==> src/rtl/uart_arb_pkg.sv <==
// Shared types and constants for the UART slot-bus arbiter.
// Slot addresses and status-word bit positions of the UART core.
package uart_arb_pkg;

  typedef enum logic [1:0] {
    S_RST,
    S_CFG,
    S_IDLE,
    S_GAP
  } state_t;

  localparam logic [4:0] ADDR_DVSR = 5'd1;
  localparam logic [4:0] ADDR_TX   = 5'd2;
  localparam logic [4:0] ADDR_RX   = 5'd3;

  localparam int ST_TX_FULL  = 9;
  localparam int ST_RX_EMPTY = 8;

endpackage

==> src/rtl/rr_lock_arbiter.sv <==
// Round-robin arbiter with a packet lock.
// The grant stays on one requester until its last byte is taken.
module rr_lock_arbiter #(
  parameter int N_REQ = 4
) (
  input  logic             clk,
  input  logic             reset,
  input  logic [N_REQ-1:0] req_i,
  input  logic             advance_i,
  input  logic             release_i,
  output logic [2:0]       grant_id_o,
  output logic             lock_o
);

  logic [2:0] rr_q;
  logic [2:0] grant_q;
  logic       lock_q;
  logic [2:0] pick;

  // Walk offsets high to low so the nearest requester after rr_q wins.
  always_comb begin
    pick = rr_q;
    for (int k = N_REQ - 1; k >= 0; k--) begin
      int j;
      j = int'(rr_q) + k;
      if (j >= N_REQ) j = j - N_REQ;
      if ((req_i & (N_REQ'(1) << j)) != '0) begin
        pick = 3'(j);
      end
    end
  end

  assign grant_id_o = lock_q ? grant_q : pick;
  assign lock_o     = lock_q;

  always_ff @(posedge clk or posedge reset) begin
    if (reset) begin
      rr_q    <= 3'd0;
      grant_q <= 3'd0;
      lock_q  <= 1'b0;
    end else if (advance_i) begin
      if (release_i) begin
        lock_q <= 1'b0;
        rr_q   <= (grant_id_o == 3'(N_REQ - 1)) ?
                  3'd0 : grant_id_o + 3'd1;
      end else begin
        lock_q  <= 1'b1;
        grant_q <= grant_id_o;
      end
    end
  end

endmodule

==> src/rtl/uart_slot_arbiter.sv <==
// Slot-bus master for the UART core: divisor setup, RX pop, TX arbitration.
// Every slot access is followed by one gap cycle so core FIFO flags settle.
module uart_slot_arbiter
  import uart_arb_pkg::*;
#(
  parameter int          N_REQ     = 4,
  parameter logic [10:0] DVSR_INIT = 11'd650
) (
  input  logic               clk,
  input  logic               reset,
  input  logic [10:0]        cfg_dvsr,
  input  logic               cfg_load,
  input  logic [N_REQ-1:0]   req_valid,
  input  logic [8*N_REQ-1:0] req_data,
  input  logic [N_REQ-1:0]   req_last,
  output logic [N_REQ-1:0]   req_ready,
  output logic [2:0]         grant_id,
  output logic [7:0]         rx_data,
  output logic               rx_valid,
  input  logic               rx_ready,
  output logic               m_cs,
  output logic               m_write,
  output logic               m_read,
  output logic [4:0]         m_addr,
  output logic [31:0]        m_wr_data,
  input  logic [31:0]        m_rd_data
);

  state_t      state_q, state_d;
  logic        cfg_pend_q;
  logic [10:0] cfg_val_q;
  logic [10:0] dvsr_q;
  logic [7:0]  rx_data_q;
  logic        rx_valid_q;

  logic [2:0]       grant;
  logic             lock_unused;
  logic [N_REQ-1:0] gnt_oh;
  logic [7:0]       tx_byte;
  logic             tx_last;
  logic             tx_full, rx_empty;
  logic             pop_ok, tx_ok;
  logic             do_pop, do_tx, take_cfg;
  logic             unused_status;

  assign tx_full       = m_rd_data[ST_TX_FULL];
  assign rx_empty      = m_rd_data[ST_RX_EMPTY];
  assign unused_status = ^m_rd_data[31:10];

  rr_lock_arbiter #(
    .N_REQ(N_REQ)
  ) u_arb (
    .clk       (clk),
    .reset     (reset),
    .req_i     (req_valid),
    .advance_i (do_tx),
    .release_i (do_tx & tx_last),
    .grant_id_o(grant),
    .lock_o    (lock_unused)
  );

  assign gnt_oh = N_REQ'(1) << grant;

  always_comb begin
    tx_byte = 8'h00;
    tx_last = 1'b0;
    for (int i = 0; i < N_REQ; i++) begin
      if (grant == 3'(i)) begin
        tx_byte = req_data[8*i +: 8];
        tx_last = req_last[i];
      end
    end
  end

  assign pop_ok = !rx_empty && (!rx_valid_q || rx_ready);
  assign tx_ok  = !tx_full && ((req_valid & gnt_oh) != '0);

  // Bus strobes decode straight from state so reset silences them at once.
  always_comb begin
    state_d   = state_q;
    m_cs      = 1'b0;
    m_write   = 1'b0;
    m_addr    = 5'd0;
    m_wr_data = 32'd0;
    req_ready = '0;
    do_pop    = 1'b0;
    do_tx     = 1'b0;
    take_cfg  = 1'b0;
    unique case (state_q)
      S_RST: state_d = S_CFG;
      S_CFG: begin
        m_cs      = 1'b1;
        m_write   = 1'b1;
        m_addr    = ADDR_DVSR;
        m_wr_data = {21'b0, dvsr_q};
        state_d   = S_GAP;
      end
      S_GAP: state_d = S_IDLE;
      S_IDLE: begin
        if (cfg_pend_q) begin
          take_cfg = 1'b1;
          state_d  = S_CFG;
        end else if (pop_ok) begin
          do_pop  = 1'b1;
          m_cs    = 1'b1;
          m_write = 1'b1;
          m_addr  = ADDR_RX;
          state_d = S_GAP;
        end else if (tx_ok) begin
          do_tx     = 1'b1;
          m_cs      = 1'b1;
          m_write   = 1'b1;
          m_addr    = ADDR_TX;
          m_wr_data = {24'b0, tx_byte};
          req_ready = gnt_oh;
          state_d   = S_GAP;
        end
      end
      default: state_d = S_RST;
    endcase
  end

  assign m_read   = 1'b0;
  assign grant_id = grant;
  assign rx_data  = rx_data_q;
  assign rx_valid = rx_valid_q;

  always_ff @(posedge clk or posedge reset) begin
    if (reset) begin
      state_q    <= S_RST;
      cfg_pend_q <= 1'b0;
      cfg_val_q  <= 11'd0;
      dvsr_q     <= DVSR_INIT;
      rx_data_q  <= 8'h00;
      rx_valid_q <= 1'b0;
    end else begin
      state_q <= state_d;
      if (cfg_load) begin
        cfg_pend_q <= 1'b1;
        cfg_val_q  <= cfg_dvsr;
      end else if (take_cfg) begin
        cfg_pend_q <= 1'b0;
      end
      if (take_cfg) dvsr_q <= cfg_val_q;
      if (do_pop) begin
        rx_data_q  <= m_rd_data[7:0];
        rx_valid_q <= 1'b1;
      end else if (rx_ready) begin
        rx_valid_q <= 1'b0;
      end
    end
  end

endmodule

==> config.mk <==
export PLATFORM = sky130hd
export DESIGN_NAME = uart_slot_arbiter
export DESIGN_NICKNAME = d
export VERILOG_FILES = /design/src/rtl/uart_arb_pkg.sv /design/src/rtl/rr_lock_arbiter.sv /design/src/rtl/uart_slot_arbiter.sv
export SDC_FILE = /design/constraint.sdc
export NUM_CORES = 1
export LEC_CHECK = 0
export CAP_MARGIN = 20
export CORE_UTILIZATION = 40
export CTS_CLUSTER_DIAMETER = 30
export DETAILED_ROUTE_END_ITERATION = 7
export GPL_ROUTABILITY_DRIVEN = 0
export PLACE_DENSITY = 0.93
export SETUP_SLACK_MARGIN = 0.4
export SLEW_MARGIN = 30
export SYNTH_ARGS = -nofsm -noshare
export SYNTH_HDL_FRONTEND = slang
export SYNTH_HIERARCHICAL = 1
export SYNTH_SLANG_ARGS = --single-unit
==> constraint.sdc <==
create_clock -name clk -period 5.3 [get_ports clk]
set_clock_uncertainty 0.15 [all_clocks]
set_input_delay 0.795 -clock clk [delete_from_list [all_inputs] [get_ports clk]]
set_output_delay 0.795 -clock clk [all_outputs]
set_load 0.01 [all_outputs]
==> impl_metrics.env <==
# implementation run metrics
export IMPL_hold_violations=0
export IMPL_cts_buffer_depth=2
export IMPL_edf_count=0
export IMPL_n_antenna_cell=0
export IMPL_first_pass_iters=4
export IMPL_rsz0062_at_grt="yes"
export IMPL_common_cells="37 x dfrtp_1, 32 x mux2_2, 27 x buf_4, 18 x nand2_1"
export IMPL_peakVddDrop_uv=277
export IMPL_final_period_utilization_pct=91.3
export IMPL_r2r_start="u_arb/rr_q[0]"
export IMPL_htree_num_levels=2
export IMPL_seq_area_mm2=0.00103
export IMPL_grt_overflow_total=0
export IMPL_critPathBufInv=4
export IMPL_cp_required_ns=4.36
export IMPL_drv_slew=0
export IMPL_synth_avg_cell_area_um2=10.1
export IMPL_fp_util_pct=41.5
export IMPL_cts_tree="yes"
export IMPL_viasPerCell=5.28
export IMPL_synth_seq_share_pct=38.9
export IMPL_finalSetupViolCount=0
export IMPL_numCtsBuffers=5
export IMPL_critPathLaunchType="primary input"
export IMPL_worst_pin_slew_ns=0.788
export IMPL_areaGrowthSynthToFinish_pct=47.0
export IMPL_cts_sinks=41
export IMPL_grt_usage_pct=20.7
export IMPL_hp_start="rx_data[5]"
export IMPL_fin_nets=473
export IMPL_drt_initial_drc_count=112
export IMPL_cp_end_kind="output pin"
export IMPL_timing_critical_path_from="req_valid[3]"
export IMPL_fill_cells=508
export IMPL_chip_area_mm2=0.00696
export IMPL_synthCells=262
export IMPL_relSlewSlack_pct=47.4
export IMPL_totalWireLength_um=7070
export IMPL_antenna_found_initial=0
export IMPL_syn_area_mm2=0.00265
export IMPL_io_pins=143
export IMPL_powerDensity_mw_per_mm2=362
export IMPL_drc=0
export IMPL_grt_pass1_vias=2402
export IMPL_grt_pass1_wl_um=11500
export IMPL_dominantRegCellSynth="dfrtp_1"
export IMPL_ys_warn_count=6
export IMPL_finalInstanceArea_mm2=0.00390
export IMPL_cp_cell_sequence="dlygate4sd2_1, a22oi_2, a2bb2oi_2, buf_4, nor3_1, o21a_1, a211oi_2, mux2_2, or3_1, o32ai_4, buf_4, nor2_1, o31ai_2, clkdlybuf4s50_1"
export IMPL_status="finished, final reports clean"
export IMPL_grt_max_degree=35
export IMPL_fin_crit_ns=4.84
export IMPL_p_leak_nw=1.72
export IMPL_drtAntennaViolNets=0
export IMPL_clk_latency_ns=0.30
export IMPL_largest_area_cell="dfrtp_1"
export IMPL_drv_cap=0
==> power breakdown <==
part / internal [mW] / switching, mW
Combinational: 0.356 / 0.317
Clock: 0.141 / 0.116
Sequential: 0.422 / 0.0614
==> routing by layer <==
metal / part of all wire (%) / up-vias / routed length (um) / global-route usage [%]
met5: 0 / - / 0 / 0
met2: 51 / 123 / 3570 / 36.1
met4: 2.2 / 0 / 157 / 7.55
met3: 9.2 / 19 / 653 / 5.96
li1: - / 1124 / - / -
met1: 38 / 1132 / 2680 / 24.1
==> registers in the layout, indices dropped and copies added, names as in the netlist <==
| signal | flops |
|---|---|
| cfg_val_q | 11 |
| dvsr_q | 11 |
| rx_data | 8 |
| u_arb/grant_q | 3 |
| u_arb/rr_q | 3 |
| state_q | 2 |
| cfg_pend_q | 1 |
| rx_valid | 1 |
| u_arb/lock_o | 1 |
==> final timing paths <==
check	end	slack, ns	cells after the start
max in group asynchronous	dvsr_q[9]	3.89	3
max reg2reg	u_arb/grant_q[1]	1.51	17
max	m_cs	0.46	14
min reg2reg	rx_data[5]	0.34	1
min	rx_data[5]	0.34	1
min in group asynchronous	u_arb/grant_q[2]	0.62	2
==> logic make-up after synthesis <==
group | share of synthesized area (%)
fa+ha+maj | 4.72
buf+inv | 10.6
simple gates | 12.8
other cells | 0.141
flops | 38.9
mux | 15.5
compound gates | 17.4
==> cell usage in the layout, fill, tap and decap left out, types with 3 or more instances in the layout <==
master,synthesis,layout
o21ai_1,8,8
mux2_2,32,32
clkdlybuf4s50_1,0,81
o21ai_0,7,6
dlygate4sd2_1,0,6
o21a_1,4,4
nor3_1,4,3
nand2b_1,6,5
conb_1,1,25
clkbuf_8,0,5
nor2b_1,12,12
inv_1,12,12
dfrtp_1,37,35
clkbuf_2,0,6
ha_1,10,7
o221ai_1,8,8
dfstp_2,4,4
a22oi_2,0,5
nor2_1,11,11
a211o_1,8,8
mux2i_1,4,4
nand2_1,18,18
buf_4,27,23
and2_1,4,4
==> stage by stage <==
step / utilization (%) / TNS (ns) / std cells / setup slack (ns)
global placement: 57.2 / -0.0505 / 436 / -0.0505
global route: 61.1 / 0 / 454 / 0.306
finish: 61.1 / 0 / 454 / 0.463
floorplan: - / 0 / 286 / 1.07
detailed placement: 57.2 / -0.325 / 436 / -0.0912
CTS: 60.3 / 0 / 451 / 0.400
==> final cells by class <==
type                       count  share of cell area [%]
multi-input combinational    198                    39.0
inverter                      12                    1.15
tap                           77                    2.47
clock buffer                   5                    1.76
timing repair buffer         118                    28.0
clock inverter                 3                    1.12
sequential                    41                    26.5
==> timing repair <==
action,CTS,global route
resized,23,24
pin swaps,1,2
setup buffers,7,3
setup endpoints to repair,15,14
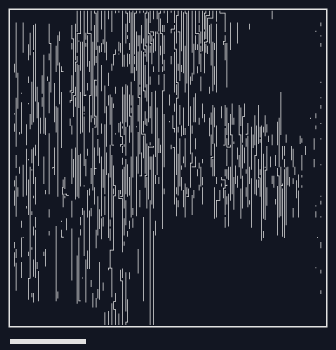
met2.png
Scale bar: 20 um.
longest straight run: 36.4 um
nets with wire on the layer: 415
share of all routed wire: 51%

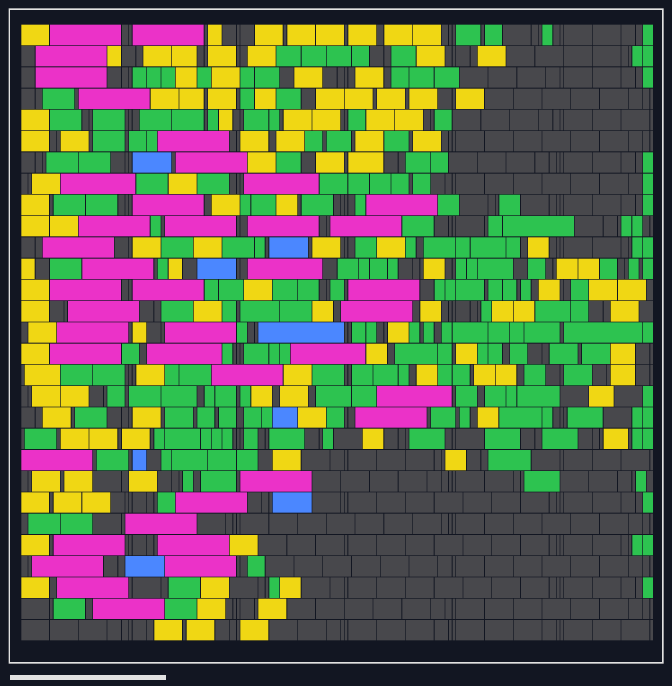
cell_classes.png
Scale bar: 20 um. Fill, decap, tap and diode cells in gray.
[magenta] flip-flops | cells: 41
[green] all other logic | cells: 210
[blue] clock drivers and dummy loads | cells: 8
[yellow] other buffers and delay cells | cells: 118

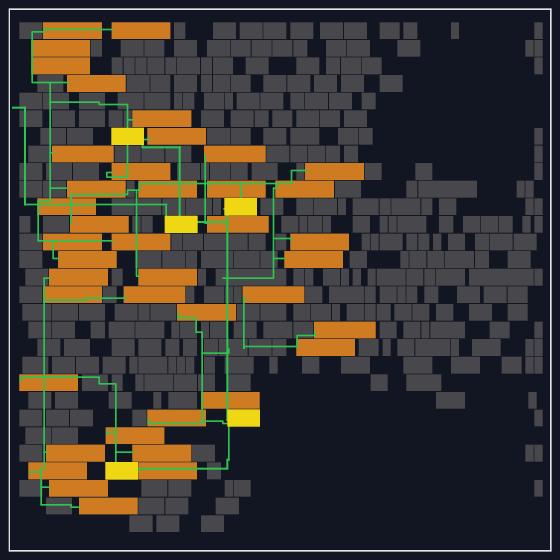
clock_map.png
[yellow] cells driving clock nets | count: 5
[green] clock wires | length: 503 um
[orange] flip-flops | count: 41
routed clock nets: 6

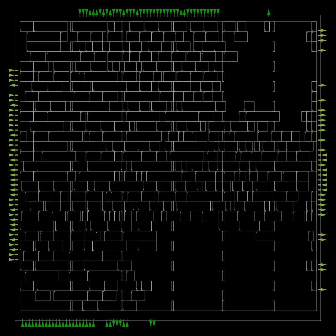
final_placement.png
Core ar.: 0.00639 mm^2
Layout Utilization: 61.1%
sequential share of cell area: 26.5%

No activity file was given, so power comes from the tool's default toggle rates.
